`src/rtl/ih_column_sequencer.sv`:
```
// Input-to-hidden weight memory sequencer: walks hidden columns, drives the MAC,
// and slots backprop column writes in at column boundaries only.
module ih_column_sequencer #(
    parameter int NUM_HIDDEN = 20,
    parameter int COL_W      = 5,
    parameter int TIMEOUT    = 255
) (
    input  logic             clk,
    input  logic             rst,
    input  logic             start,
    input  logic             upd_req,
    input  logic [COL_W-1:0] upd_col,
    output logic             upd_ack,
    output logic             mem_read,
    output logic             mem_write,
    output logic [COL_W-1:0] mem_column,
    input  logic             mem_finish,
    output logic             mac_start,
    input  logic             mac_done,
    output logic [COL_W-1:0] node_idx,
    output logic             busy,
    output logic             done,
    output logic             err
);

    localparam int TW = $clog2(TIMEOUT + 1);

    localparam logic [2:0] S_IDLE     = 3'd0;
    localparam logic [2:0] S_RD       = 3'd1;
    localparam logic [2:0] S_MAC_GO   = 3'd2;
    localparam logic [2:0] S_MAC_WAIT = 3'd3;
    localparam logic [2:0] S_NEXT     = 3'd4;
    localparam logic [2:0] S_WR       = 3'd5;

    logic [2:0]       state, state_nxt;
    logic [COL_W-1:0] idx_nxt;
    logic [TW-1:0]    tmo_cnt;
    logic             ret_next;
    logic             start_pend;
    logic             accept_start;
    logic             tmo_evt;
    logic             tmo_hit;
    logic             last_col;
    logic             counting;

    assign tmo_hit  = (tmo_cnt == TW'(TIMEOUT - 1));
    assign last_col = (node_idx == COL_W'(NUM_HIDDEN - 1));
    assign counting = (state == S_RD) || (state == S_WR) || (state == S_MAC_WAIT);

    // NOTE: every output of this block gets a default first, so no path can infer a latch.
    always_comb begin
        state_nxt    = state;
        idx_nxt      = node_idx;
        accept_start = 1'b0;
        tmo_evt      = 1'b0;
        case (state)
            S_IDLE: begin
                if (upd_req) begin
                    state_nxt = S_WR;
                end else if (start || start_pend) begin
                    accept_start = 1'b1;
                    idx_nxt      = '0;
                    state_nxt    = S_RD;
                end
            end
            S_RD: begin
                if (mem_finish) begin
                    state_nxt = S_MAC_GO;
                end else if (tmo_hit) begin
                    tmo_evt   = 1'b1;
                    state_nxt = S_IDLE;
                end
            end
            S_MAC_GO: state_nxt = S_MAC_WAIT;
            S_MAC_WAIT: begin
                if (mac_done) begin
                    state_nxt = S_NEXT;
                end else if (tmo_hit) begin
                    tmo_evt   = 1'b1;
                    state_nxt = S_IDLE;
                end
            end
            S_NEXT: begin
                // Column boundary: the only point where a write may slip into a pass.
                if (upd_req) begin
                    state_nxt = S_WR;
                end else if (last_col) begin
                    state_nxt = S_IDLE;
                end else begin
                    idx_nxt   = node_idx + 1'b1;
                    state_nxt = S_RD;
                end
            end
            S_WR: begin
                if (mem_finish) begin
                    state_nxt = ret_next ? S_NEXT : S_IDLE;
                end else if (tmo_hit) begin
                    tmo_evt   = 1'b1;
                    state_nxt = S_IDLE;
                end
            end
            default: state_nxt = S_IDLE;
        endcase
    end

    // NOTE: non-blocking assignments here so every register samples pre-edge values.
    always_ff @(posedge clk or posedge rst) begin
        if (rst) begin
            state      <= S_IDLE;
            node_idx   <= '0;
            tmo_cnt    <= '0;
            ret_next   <= 1'b0;
            start_pend <= 1'b0;
            err        <= 1'b0;
            mem_read   <= 1'b0;
            mem_write  <= 1'b0;
            mem_column <= '0;
            mac_start  <= 1'b0;
            upd_ack    <= 1'b0;
        end else begin
            state    <= state_nxt;
            node_idx <= idx_nxt;

            if (state_nxt != state) begin
                tmo_cnt <= '0;
            end else if (counting) begin
                tmo_cnt <= tmo_cnt + 1'b1;
            end

            // Remember which state to resume once the write completes.
            if (state_nxt == S_WR && state != S_WR) begin
                ret_next <= (state == S_NEXT);
            end

            if (accept_start) begin
                start_pend <= 1'b0;
            end else if (start && (state != S_IDLE || upd_req)) begin
                start_pend <= 1'b1;
            end

            if (accept_start) begin
                err <= 1'b0;
            end else if (tmo_evt) begin
                err <= 1'b1;
            end

            mem_read  <= (state_nxt == S_RD);
            mem_write <= (state_nxt == S_WR);
            mac_start <= (state_nxt == S_MAC_GO);
            upd_ack   <= (state == S_WR) && mem_finish;

            if (state_nxt == S_RD) begin
                mem_column <= idx_nxt;
            end else if (state_nxt == S_WR) begin
                mem_column <= upd_col;
            end
        end
    end

    assign busy = (state != S_IDLE);
    assign done = (state == S_NEXT) && !upd_req && last_col;

endmodule
```
`config.mk`:
```
export PLATFORM = sky130hd
export DESIGN_NAME = ih_column_sequencer
export DESIGN_NICKNAME = d
export VERILOG_FILES = /design/src/rtl/ih_column_sequencer.sv
export SDC_FILE = /design/constraint.sdc
export NUM_CORES = 1
export LEC_CHECK = 0
export CORE_MARGIN = 2
export CORE_UTILIZATION = 40
export DETAILED_ROUTE_END_ITERATION = 12
export RECOVER_POWER = 25
export SYNTH_ARGS = -nofsm -noshare
export SYNTH_HDL_FRONTEND = slang
export SYNTH_SLANG_ARGS = --single-unit
```
`constraint.sdc`:
```
create_clock -name clk -period 5 [get_ports clk]
set_input_delay 0.5 -clock clk [delete_from_list [all_inputs] [get_ports clk]]
set_output_delay 0.5 -clock clk [all_outputs]
set_load 0.1 [all_outputs]
```
**Run 1: layout detail**

Window x 37 to 62, y 37 to 62 um. Cells in gray, sequential cells in the stronger gray; small squares are vias.
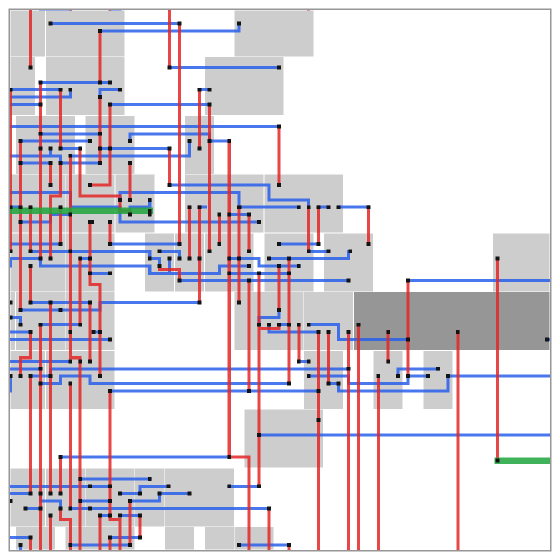
metal 2: in red. metal 1: in blue. metal 3: in green.
Netlist names of flops here include start_pend (1). Sequential cells in the window: 1. 36 logic cells have their middle in the window. Most frequent: nor2_1 (4), clkdlybuf4s50_1 (4).

**Run 1: metal 1**

Drawn at 4 px/um.
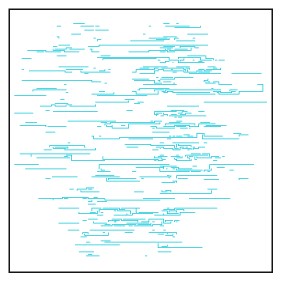
The layer holds 49% of the routed length. The wires run mostly horizontal. The layer carries 1500 um of wire.

==> summary.txt, run 1 <==
Worst path bufs/invs: 2
Worst-Margin Slew: 1.01 ns
Hpwl dp: 2260 um
H-tree Lvls: 1
Worst r2r dst: mem_column[2]$_DFFE_PP0P_
Layout Area Growth over Synthesis: 22.8%
Min-Delay Path Depth: 2
Fa+ha+maj area frac: 0.0249
Clk. pwr: 0.139 mW
CTS resizes: 0
Slew HR: 0.323
Commonest Layout Cell: dfrtp_1
Post-Synth AOI/OAI Area: 0.121
Post-Syn Area: 1510 um^2
GR Layer Usage met3: 0.0342
RSZ-0062 raised after global routing: no
Num ports: 28
Die width: 65.4 um
Port Buffer Count: 27
Mean post-synth cell area: 9.98 um^2
Hold_buf cts: 0
Top area cell types: dfrtp_1, mux2_2, nor2_1, xor2_1, ha_1
Hold WS: 0.493 ns
Final setup viols: 0
Max VDD drop: 0.343 mV
Top power group: combinational logic
Setup slack after layout: 1.80 ns
Crit start category: input pin
Placed Area: 1790 um^2
Nonclk buf count: 27
XORs/XNORs by Area: 0.0407
Hold endpoint: ret_next$_DFFE_PP0P_
Top sig layer: met4
Clk tree area frac: 0.0298
Post-route ant nets: 0
Nonclk inv count: 7
Post-route cell area: 1850 um^2
Critical path launch point: upd_req
# Cells Yosys: 151
Setup TNS: 0 ns
Cycle use final: 0.640
Max-cap viol count: 0
Logic pwr share: 0.585
Drt drc: 0
R2r worst-path depth: 5
Fill cells: 342
Comb_multi_in: 108
CTS max path bufs: 2
Top post-synthesis cells by count: dfrtp_1, nor2_1, mux2_2
Synth cell types: 44
EDFF count, synth: 0
Clk pwr share: 0.113
Top_reg_cell synth: dfrtp_1
Non-filler instance count after layout: 222
Cell type with the largest total area: dfrtp_1
Post-layout min period: 3.20 ns
Comb. cell area: 737 um^2
Max stage delay on crit path: 1.13 ns
Synth Instances: 151
Synth Register Bits: 28
Cell area power density: 661 nW/um^2
Slowest CP cell: clkdlybuf4s50_1
Stage-log warning count: 27
Crit path max fanout: 10
Kind of critical path: input pin to primary output
Clock Skews: 0.00225 ns
FF+latch area: 701 um^2
Seq pwr share: 0.302
Logic power comb: 0.715 mW
CP endpoint: done
Ys async rst share: 1.00
Clk_buf instances: 4
Syn nets: 165
Largest reg by FF count: tmo_cnt
Initial antenna violation count: 0
Layout cells sized above 1: 0.0977
Mux share: 0.0748
P_sw: 0.637 mW
# clock sinks: 28
Seq/total area: 0.379
Vias/cell: 5.26
Most numerous logic cells after layout: dfrtp_1, clkdlybuf4s50_1, nor2_1
Pre-CTS setup slack: 1.90 ns
Overall power: 1.22 mW
Area of the core: 3630 um^2
Detail Route met2 WL: 1360 um
Yosys warnings: 0
M1 wire length: 1500 um
WP data required: 4.50 ns
DR iter-0 viols: 55
Total grt overflow: 0
Status: finished, final reports clean
WP data arrival: 2.70 ns
Clk ins delay skew pair: 0.27 ns
Sw Share: 0.521
CP Depth: 4
Largest family of logic cells by area: simple AND/OR/NAND/NOR gates
R2R Setup Slk: 2.67 ns
Total CTS buffers: 3
Vias in the first global route: 1145
CP endpoint kind: primary output
Seq. pwr: 0.369 mW
Layer carrying the most global-route usage: met2
Post-CTS setup buffer count: 0
Largest net degree at the start of global routing: 29
Final nets: 189
Die y size: 65.4 um
Dominant cell area share: 0.465
Int Power: 0.585 mW
Final WL: 3040 um
Synth Seq Share: 0.465
Starting Density: 0.415
Total GRT Usage: 0.158
# diodes: 0
Max-slew violations: 0
Worst Hold Launch: ret_next$_DFFE_PP0P_
Reg clk slew, reported paths: 0.09 ns
Non-clock buffer share: 0.146
Met3 WL: 161 um
Static leakage: 0.801 nW
Leading cell kind: multi-input combinational cells
RD Place Congestion: 0.751
Cell family with most CP delay: buffers and inverters
FF+latch count: 28
CTS tree: built
Chip area line of the yosys report: 1510 um^2
Yosys top cell by instances: dfrtp_1
Biggest regs: tmo_cnt x8, mem_column x5, node_idx x5
# Taps: 48
Routed via count: 1167
Placed Cells: 218
First-pass GRT wire length: 5160 um
FF-to-FF Start: state[2]$_DFF_PP0_
**Run 1: routing congestion map**

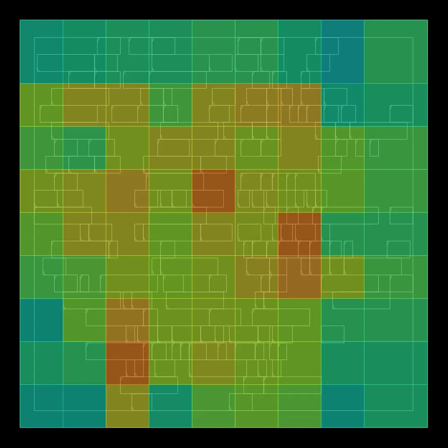
met2 usage: 0.253
fin util: 0.509
met1 Use GR: 0.217

--- run 2 (diff from run 1) ---
--- a/config.mk
+++ b/config.mk
@@ -8,6 +8,7 @@
 export CORE_MARGIN = 2
 export CORE_UTILIZATION = 40
 export DETAILED_ROUTE_END_ITERATION = 12
+export PLACE_DENSITY = 0.66
 export RECOVER_POWER = 25
 export SYNTH_ARGS = -nofsm -noshare
 export SYNTH_HDL_FRONTEND = slang
==> constraint.sdc (replaced) <==
create_clock -name clk -period 2.6 [get_ports clk]
set_input_delay 0.26 -clock clk [delete_from_list [all_inputs] [get_ports clk]]
set_output_delay 0.26 -clock clk [all_outputs]
set_load 0.1 [all_outputs]
**Run 2: register map, names as in the netlist**

Drawn at 8 px/um.
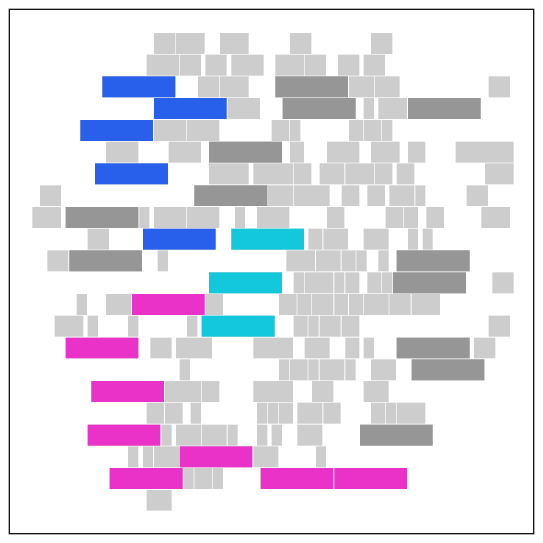
mem_column: in blue, placed flops 5, where north-west. tmo_cnt: in magenta, placed flops 8. state: in cyan, placed flops 3.

==> run 2 against run 1 <==
Final cell count is 0.90% higher. Count of clock-buffer cells in the layout stayed put. Routed wire length is 0.82% lower. Die area stayed put. Critical path depth is 2 higher. Setup slack worse by 1.4 ns. Highest routed layer unchanged. Non-clock buffer count is 2 higher. Critical path type is now flip-flop to flip-flop.
==> summary.txt, run 2 <==
Status: finished, final reports clean (unchanged)
# Cells Yosys: 151 (unchanged)
Clk tree area frac: 0.0301 (was 0.0298)
Top power group: combinational logic (unchanged)
Top post-synthesis cells by count: dfrtp_1, nor2_1, mux2_2 (unchanged)
Worst r2r dst: mem_column[0]$_DFFE_PP0P_ (was mem_column[2]$_DFFE_PP0P_)
Setup TNS: 0 ns (unchanged)
Kind of critical path: flip-flop to flip-flop (was input pin to primary output)
Final WL: 3020 um (was 3040 um)
Seq/total area: 0.383 (was 0.379)
Commonest Layout Cell: dfrtp_1 (unchanged)
Largest net degree at the start of global routing: 29 (unchanged)
Final setup viols: 0 (unchanged)
Layout cells sized above 1: 0.199 (was 0.0977)
# clock sinks: 28 (unchanged)
Min-Delay Path Depth: 2 (unchanged)
Synth Register Bits: 28 (unchanged)
CP endpoint kind: flip-flop (was primary output)
Largest family of logic cells by area: simple AND/OR/NAND/NOR gates (unchanged)
Num ports: 28 (unchanged)
Slowest CP cell: dfrtp_1 (was clkdlybuf4s50_1)
EDFF count, synth: 0 (unchanged)
Logic power comb: 1.37 mW (was 0.715 mW)
Mux share: 0.0748 (unchanged)
Sw Share: 0.528 (was 0.521)
FF+latch count: 28 (unchanged)
Drt drc: 0 (unchanged)
Fa+ha+maj area frac: 0.0249 (unchanged)
R2r worst-path depth: 6 (was 5)
Crit start category: flip-flop (was input pin)
Met1 Use GR: 0.212 (was 0.217)
Post-route cell area: 1830 um^2 (was 1850 um^2)
Ys async rst share: 1.00 (unchanged)
Hold WS: 0.492 ns (was 0.493 ns)
Biggest regs: tmo_cnt x8, mem_column x5, node_idx x5 (unchanged)
Placed Area: 1780 um^2 (was 1790 um^2)
Met3 WL: 145 um (was 161 um)
Fin util: 0.504 (was 0.509)
Clk. pwr: 0.270 mW (was 0.139 mW)
Cycle use final: 0.835
Cell area power density: 1280 nW/um^2 (was 661 nW/um^2)
Critical path launch point: state[2]$_DFF_PP0_ (was upd_req)
Top area cell types: dfrtp_1, mux2_2, nor2_1, xor2_1, ha_1 (unchanged)
Yosys top cell by instances: dfrtp_1 (unchanged)
R2R Setup Slk: 0.43 ns (was 2.67 ns)
# diodes: 0 (unchanged)
Final nets: 191 (was 189)
Total grt overflow: 0 (unchanged)
Max stage delay on crit path: 0.50 ns (was 1.13 ns)
Yosys warnings: 0 (unchanged)
Most numerous logic cells after layout: dfrtp_1, nor2_1, buf_4 (was dfrtp_1, clkdlybuf4s50_1, nor2_1)
# Taps: 48 (unchanged)
Worst path bufs/invs: 1 (was 2)
P_sw: 1.24 mW (was 0.637 mW)
RD Place Congestion: 0.846 (was 0.751)
Comb. cell area: 737 um^2 (unchanged)
Cell type with the largest total area: dfrtp_1 (unchanged)
Nonclk inv count: 7 (unchanged)
RSZ-0062 raised after global routing: no (unchanged)
Stage-log warning count: 27 (unchanged)
Die width: 65.4 um (unchanged)
Vias/cell: 5.37 (was 5.26)
FF+latch area: 701 um^2 (unchanged)
Post-Syn Area: 1510 um^2 (unchanged)
Non-filler instance count after layout: 224 (was 222)
XORs/XNORs by Area: 0.0407 (unchanged)
Post-CTS setup buffer count: 0 (unchanged)
Seq pwr share: 0.300 (was 0.302)
Max-cap viol count: 0 (unchanged)
Total CTS buffers: 3 (unchanged)
Power is estimated from default activity; no workload was simulated.
